[src/rtl/msg_serializer.sv]
// Buffers parser messages in a DEPTH-entry FIFO and re-emits each one as a 64-bit AXI-Stream packet.
// Optional statistics counters are enabled by defining MSG_SERIALIZER_STATS_EN.
module msg_serializer #(
   parameter int MAX_MSG_BYTES = 32,
   parameter int DEPTH         = 4
) (
   input  logic                       clk,
   input  logic                       rst,
   input  logic                       msg_valid,
   input  logic [15:0]                msg_length,
   input  logic [8*MAX_MSG_BYTES-1:0] msg_data,
   input  logic                       m_tready,
   output logic                       m_tvalid,
   output logic [63:0]                m_tdata,
   output logic [7:0]                 m_tkeep,
   output logic                       m_tlast,
   output logic                       msg_drop,
   output logic                       msg_len_err,
   output logic [$clog2(DEPTH):0]     fifo_level
`ifdef MSG_SERIALIZER_STATS_EN
   ,
   output logic [31:0]                stat_msgs_in,
   output logic [31:0]                stat_msgs_out,
   output logic [31:0]                stat_drops
`endif
);

   localparam int LW     = $clog2(MAX_MSG_BYTES) + 1;
   localparam int DW     = 8 * MAX_MSG_BYTES;
   localparam int AW     = $clog2(DEPTH);
   localparam int PW     = AW + 1;
   localparam int NBEATS = (MAX_MSG_BYTES + 7) / 8;
   localparam int SW     = 64 * NBEATS;
   localparam int BW     = $clog2(NBEATS) + 1;

   typedef enum logic {S_IDLE, S_SEND} state_t;

   state_t          r_state;
   state_t          w_state_nxt;
   logic [LW-1:0]   r_mem_len  [DEPTH];
   logic [DW-1:0]   r_mem_data [DEPTH];
   logic [PW-1:0]   r_wptr;
   logic [PW-1:0]   r_rptr;
   logic [PW-1:0]   r_level;
   logic            r_drop;
   logic            r_len_err;
   logic [SW-1:0]   r_shift;
   logic [BW-1:0]   r_beats;
   logic [2:0]      r_len_mod;

   logic            w_len_ok;
   logic            w_full;
   logic            w_push;
   logic            w_pop;
   logic            w_load;
   logic            w_last;
   logic [7:0]      w_last_keep;
   logic [LW-1:0]   w_head_len;
   logic [BW-1:0]   w_head_beats;

   assign w_len_ok     = (msg_length != 16'd0) && (msg_length <= 16'(MAX_MSG_BYTES));
   assign w_full       = (r_wptr[AW] != r_rptr[AW]) && (r_wptr[AW-1:0] == r_rptr[AW-1:0]);
   assign w_push       = msg_valid && w_len_ok && !w_full;
   assign w_last       = (r_beats == BW'(1));
   assign w_pop        = m_tvalid && m_tready && w_last;
   assign w_head_len   = r_mem_len[r_rptr[AW-1:0]];
   assign w_head_beats = BW'(({3'b000, w_head_len} + (LW + 3)'(7)) >> 3);
   assign w_last_keep  = (r_len_mod == 3'd0) ? 8'hFF : (8'h01 << r_len_mod) - 8'h01;

   // NOTE: storage arrays carry no reset; validity comes solely from the pointers.
   always_ff @(posedge clk) begin
      if (w_push) begin
         r_mem_len[r_wptr[AW-1:0]]  <= msg_length[LW-1:0];
         r_mem_data[r_wptr[AW-1:0]] <= msg_data;
      end
   end

   // NOTE: sequential state uses non-blocking assignments so every register samples pre-edge values.
   always_ff @(posedge clk) begin
      if (!rst) begin
         r_wptr    <= '0;
         r_rptr    <= '0;
         r_level   <= '0;
         r_drop    <= 1'b0;
         r_len_err <= 1'b0;
      end else begin
         if (w_push) r_wptr <= r_wptr + PW'(1);
         if (w_pop)  r_rptr <= r_rptr + PW'(1);
         case ({w_push, w_pop})
            2'b10:   r_level <= r_level + PW'(1);
            2'b01:   r_level <= r_level - PW'(1);
            default: r_level <= r_level;
         endcase
         r_drop    <= msg_valid && w_len_ok && w_full;
         r_len_err <= msg_valid && !w_len_ok;
      end
   end

   always_ff @(posedge clk) begin
      if (!rst) r_state <= S_IDLE;
      else      r_state <= w_state_nxt;
   end

   // NOTE: every output of this block gets a default first so no latch is inferred.
   always_comb begin
      w_state_nxt = r_state;
      w_load      = 1'b0;
      m_tvalid    = 1'b0;
      m_tkeep     = 8'h00;
      m_tlast     = 1'b0;
      case (r_state)
         S_IDLE: begin
            if (r_level != '0) begin
               w_load      = 1'b1;
               w_state_nxt = S_SEND;
            end
         end
         S_SEND: begin
            m_tvalid = 1'b1;
            m_tlast  = w_last;
            m_tkeep  = w_last ? w_last_keep : 8'hFF;
            if (m_tready && w_last) w_state_nxt = S_IDLE;
         end
         default: w_state_nxt = S_IDLE;
      endcase
   end

   // Bytes outside tkeep are forced to zero, hiding whatever the parser left past the length.
   always_comb begin
      m_tdata = '0;
      for (int i = 0; i < 8; i++) begin
         m_tdata[8*i +: 8] = m_tkeep[i] ? r_shift[8*i +: 8] : 8'h00;
      end
   end

   always_ff @(posedge clk) begin
      if (!rst) begin
         r_shift   <= '0;
         r_beats   <= '0;
         r_len_mod <= '0;
      end else if (w_load) begin
         r_shift   <= SW'(r_mem_data[r_rptr[AW-1:0]]);
         r_beats   <= w_head_beats;
         r_len_mod <= 3'(w_head_len);
      end else if (m_tvalid && m_tready) begin
         r_shift <= r_shift >> 64;
         r_beats <= r_beats - BW'(1);
      end
   end

   assign msg_drop    = r_drop;
   assign msg_len_err = r_len_err;
   assign fifo_level  = r_level;

`ifdef MSG_SERIALIZER_STATS_EN
   logic [31:0] r_stat_in;
   logic [31:0] r_stat_out;
   logic [31:0] r_stat_drops;
   logic        w_drop_evt;

   assign w_drop_evt = msg_valid && (!w_len_ok || w_full);

   // Counters saturate rather than wrap so a long-running link never reports a small count.
   always_ff @(posedge clk) begin
      if (!rst) begin
         r_stat_in    <= '0;
         r_stat_out   <= '0;
         r_stat_drops <= '0;
      end else begin
         if (w_push && r_stat_in != 32'hFFFF_FFFF)        r_stat_in    <= r_stat_in + 32'd1;
         if (w_pop && r_stat_out != 32'hFFFF_FFFF)        r_stat_out   <= r_stat_out + 32'd1;
         if (w_drop_evt && r_stat_drops != 32'hFFFF_FFFF) r_stat_drops <= r_stat_drops + 32'd1;
      end
   end

   assign stat_msgs_in  = r_stat_in;
   assign stat_msgs_out = r_stat_out;
   assign stat_drops    = r_stat_drops;
`endif

endmodule

[config.mk]
export PLATFORM = sky130hd
export DESIGN_NAME = msg_serializer
export DESIGN_NICKNAME = d
export VERILOG_FILES = /design/src/rtl/msg_serializer.sv
export SDC_FILE = /design/constraint.sdc
export NUM_CORES = 1
export LEC_CHECK = 0
export CAP_MARGIN = 40
export CORE_MARGIN = 10
export CORE_UTILIZATION = 50
export CTS_BUF_LIST = sky130_fd_sc_hd__clkbuf_8
export DETAILED_ROUTE_END_ITERATION = 8
export PLACE_DENSITY = 0.81
export SLEW_MARGIN = 5
export SYNTH_ARGS = -nofsm -noshare
export SYNTH_HDL_FRONTEND = slang
export SYNTH_SLANG_ARGS = --single-unit
[constraint.sdc]
create_clock -name clk -period 7.4 [get_ports clk]
set_input_delay 1.11 -clock clk [delete_from_list [all_inputs] [get_ports clk]]
set_output_delay 1.11 -clock clk [all_outputs]
set_load 0.01 [all_outputs]
Fig. 1: run 1, track usage over the die
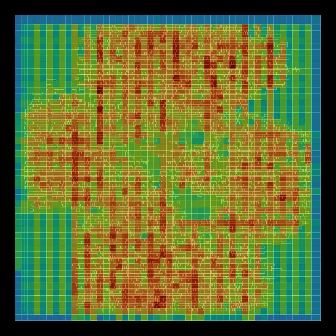
GR met1 Demand/Resource: 27.6%
met2 demand-to-capacity share in global routing: 31.6%
detail-routed net length per standard cell: 24.9 um
GR peak layer: met2

Fig. 2: run 1, I/O nets highlighted
Drawn at 1.5 px/um.
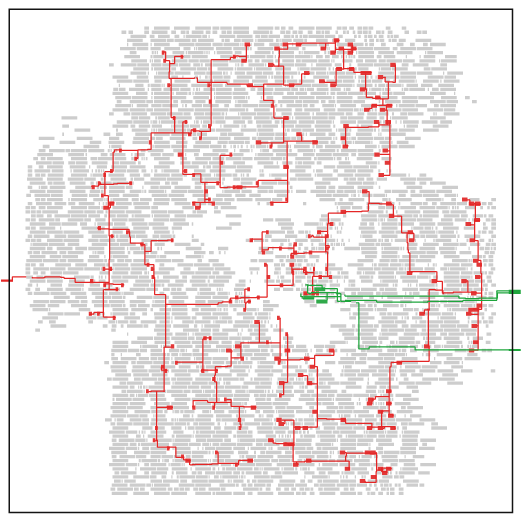
- rst: red (bits 1; direction input; end cells 239; buffers 4; wire 3,260 um)
- fifo_level: green (bits 3; direction output; end cells 3; buffers 3; wire 486 um)

==> git commit body, run 1 <==
Add synthesis and place-and-route results

* Multi-input combinational area share: between 15 and 20%
- Total negative setup slack: 0 ns
- For met3 alone, demand over resource in global routing was 6.25%.
- Sequential share of cell area: between 60 and 70%
- Area occupied by registers: between 0.03 and 0.04 mm^2
- Leaving out the clock tree, the finished layout contains an inverter count of 10.
* Wire length of the first global-routing pass: between 150 and 200 mm
* Die Width: ~330 um
- Final standard cell area without fillers: ~0.06 mm^2
- Final tally of hold violations: 0
- Hold Crit Endpoint: r_shift[244]
- Worst slack after detailed placement: around 2.5 ns
- Looking at the max-slew report, the worst-margin pin has a slew of 0.955 ns.
- The region available for standard cell placement spans a little under 0.1 mm^2.
* Mux share of post-synthesis cell area: a little under an eighth
- Top achievable clock speed: 189 MHz
- Net Sw Frac: about a fifth
* Maximum vdd ir drop: roughly 200 uV
- Total number of cells along the worst setup path: 5
- The longest incremental delay of any stage on the critical path is reported as around 0.77 ns.
* Remaining design rule violation count: 0
- The CTS log lists the clock sinks for this run as 1,324.
- The run finished with clean final reports.
- Ant diodes: 30
- Synth Instances: 2,812
- DRT met1 WL: roughly 47 mm
* Clock network area share: under 10%
* # rows: roughly 120
- Fp util: 50.3%
- Post-Route Hold Slack: approximately 0.45 ns
- After synthesis, the design contains around 2,800 cells according to Yosys.
* IO Pins: between 300 and 400
* FA/HA/MAJ Cells, Area Fraction: less than 1%
- Final Wtd Congestion: between 0.7 and 0.8
- A synthesized cell averages between 15 and 20 um^2.
* Crit. Startpoint: r_state
- STA reports a reg2reg setup slack of about 4.2 ns.
- The power report puts the leakage power at a little under 20 nW.
- Critical Path Sink: m_tdata[32]
* Required time at the worst-slack endpoint: ~6.3 ns
- Clock tree from TritonCTS: yes
* Max Buffers Root-to-Sink: 3
* Startpoint types: flop
* Top FF cell, synth: edfxtp_1
- On the critical path the largest part of the delay comes from buffers and inverters.
- Counting pins that exceed their max-slew limit in the final report gives 0.
- Clock skew: ~0.052 ns
- Seq Cell Count: between 1,000 and 1,500
- In the synthesized netlist the async set-or-reset flop fraction comes to 0%.
- Biggest area consumer among cell classes: registers
* Arrival time of data at the critical path endpoint: roughly 4.2 ns
* Chip Area: 0.112 mm^2
- The commonest cells after synthesis are edfxtp_1 (1,048), nand2_1 (328), dfxtp_1 (276), mux4_2 (262), clkbuf_1 (126).
* Via density per instance: 5.76
* Ys flops: around 1,300
* Synthesized-area fraction occupied by ao, oa, aoi and oai cells: roughly 5.2%
* Largest cells by area: edfxtp_1 (64%), mux4_2 (12%), dfxtp_1 (11%)
- Crit-path cells: clkinv_1 > nor2_1 > a21o_1 > and2_1 > clkdlybuf4s50_1
- The number of buffers and inverters on the critical path is 2.
- Detailed routing placed a total of about 56 mm of wire on met2.
- The synthesized netlist devotes 5.98% of its cell area to simple gates.
- Hold_sp: r_shift[244]
* Layout overhead on the synthesized area: 18.7%
* Synthesized cell area: slightly below 0.05 mm^2
- The later pin in the worst-skew pair is clocked with a latency of approximately 0.88 ns.
- Hold repair after CTS inserted 0 buffers.
- Clock period minus worst slack: between 5 and 6 ns
* GRT Total Usage: between 20% and 30%
* Portion of total power attributed to sequential cells: a little under three fifths
- The multi-input combinational cells in the finished layout cover a total of 0.0117 mm^2.
- By instance count after routing, the leading logic cell type is edfxtp_1.
- Signal buffers: around 400
- Once placement finished, the instance area stood at approximately 0.055 mm^2.
- Number of flip-flops in the largest register: between 1,000 and 1,500
* Number of levels in the clock H-tree: 4
- Total power normalized to cell area comes to between 200 and 250 mW/mm^2.
- Origin of the critical flop-to-flop path: r_state
* Net count reported at finish: approximately 3,500
- The net count after synthesis is 3,097.
- Chip height: about 330 um
- On the reported timing paths, the clock transition at the registers reads approximately 0.07 ns.
- Power Sequential: between 8 and 9 mW
- Counting instances, the worst hold path has a depth of 2.
Fig. 3: run 1, clock network drawn from the DEF
Drawn at 1.5 px/um.
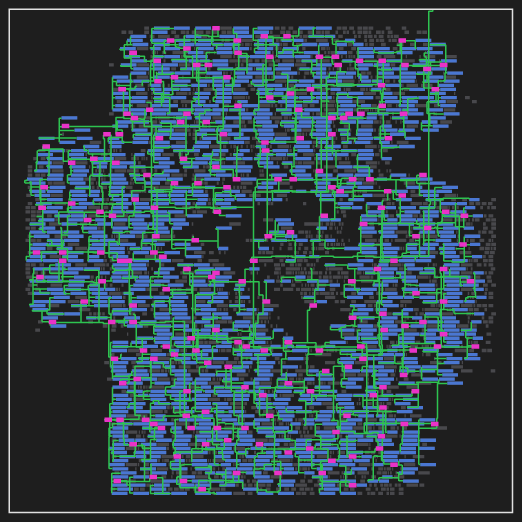
- cells driving clock nets: magenta (count 201)
- clock wires: green (length 14,600 um)
- flip-flops: blue (count 1,324)
- routed clock nets: 202

Fig. 4: run 1, signal metal coverage by tile
Drawn at 1 px/um. The die is cut into 33 by 33 equal tiles; white is low, dark blue is high, scaled to the fullest tile. Values are wire area over tile area, all layers added.
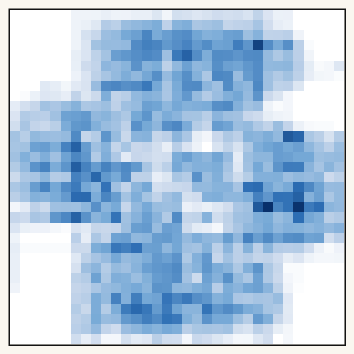
- tiles over half the peak: 23%
- mean over tiles: 0.18
- nearly empty tiles: 17%

==> inputs of run 2 (changes only) <==
clock period = 5.1 ns   (was 7.4 ns; I/O delays follow)
Fig. 5: run 2, track usage over the die
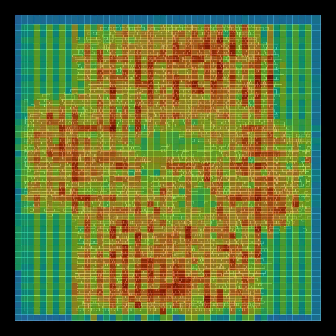
met3 Track Usage GR: 5.38%
detail-routed net length per standard cell: 25.1 um
GRT Total Usage: 20.9%
GR met1 Demand/Resource: 28.3%
utilization after layout: 59.8%

==> run 2 against run 1 <==
- cell count fell by 0.34%
- highest routed layer unchanged
- clock power rose by 43%
- largest power group unchanged
- design area hardly changed
- critical path type unchanged
- critical path depth is 3 higher
- first-iteration DRC count down 2.8%
==> git commit body, run 2 <==
Add synthesis and place-and-route results

- Based on the critical path, the design can be clocked at up to about 230 MHz.
- The average via count per standard cell is 5.81 (+0.77%).
* Synthesized-area fraction occupied by ao, oa, aoi and oai cells: 5.17% (unchanged)
- The worst-skew pair later-pin latency is 0.86 ns (-0.02 ns).
- The share of total power consumed by net switching came to 20.8% (+0.082 points).
* FA/HA/MAJ Cells, Area Fraction: 0.243% (unchanged)
- Chip height: 334 um (unchanged)
- Slowest cell delay on critical path: 0.64 ns (-0.13 ns)
* Met2 Wirelength: 57.1 mm (+2.2%)
- The global placement routability congestion is 0.787 (+2.4%).
* Arrival time of data at the critical path endpoint: 3.52 ns (-0.65 ns)
- Signal buffers: 414 (+3.8%)
- Final Max Tran Viols: 0 (unchanged)
* Area occupied by registers: 0.0370 mm^2 (unchanged)
- Inverters: 10 (unchanged)
- STA classifies the critical path startpoint as a flop.
- The yosys cell count was 2,812 (unchanged).
- The number of failing hold endpoints at the final stage was 0 (unchanged).
- Worst setup slack for register-to-register paths: 2.39 ns (-1.82 ns)
- The I/O pin count is 355 (unchanged).
* Power Sequential: 11.6 mW (+45%)
- Crit. Startpoint: r_beats[1]
- The design area was 0.0587 mm^2 (about the same).
* Leakage: 19.9 nW (+0.21%)
* Synth async-reset ratio: 0% (unchanged)
- Mux share of post-synthesis cell area: 12.0% (unchanged)
* Power per standard cell area: 346 mW/mm^2 (+44%)
- The overall die area came to 0.112 mm^2 (unchanged).
- The run finished with clean final reports.
* Area after detailed placement: 0.0548 mm^2 (+0.36%)
* Buffer and inverter count on the worst path: 2 (unchanged)
- Maximum vdd ir drop: 231 uV (+18%)
- The instance count along the most critical hold path came to 2 (unchanged).
- Worst slack after detailed placement: 0.985 ns (-1.53 ns)
- Clock Sinks: 1,324 (unchanged)
* Sequential share of cell area: 63.0% (about the same)
- The area added between synthesis and finish is 18.8% (about the same).
* Number of flip-flops in the largest register: 1,024 (unchanged)
* Met2 demand-to-capacity share in global routing: 32.8% (+1.2 points)
- Simple-gate portion of the synthesized area: 5.98% (unchanged)
- The count of hold-fix buffers inserted at cts is 0 (unchanged).
* Hold Crit Endpoint: r_shift[215]
* Transition time of the tightest slew-check pin: 0.847 ns (-0.108 ns)
- The combinational cell area excluding buffers and inverters was 0.0117 mm^2 (unchanged).
- The detailed-route wire length on metal 1 was 47.5 mm (+1.7%).
Power is estimated from default activity; no workload was simulated.
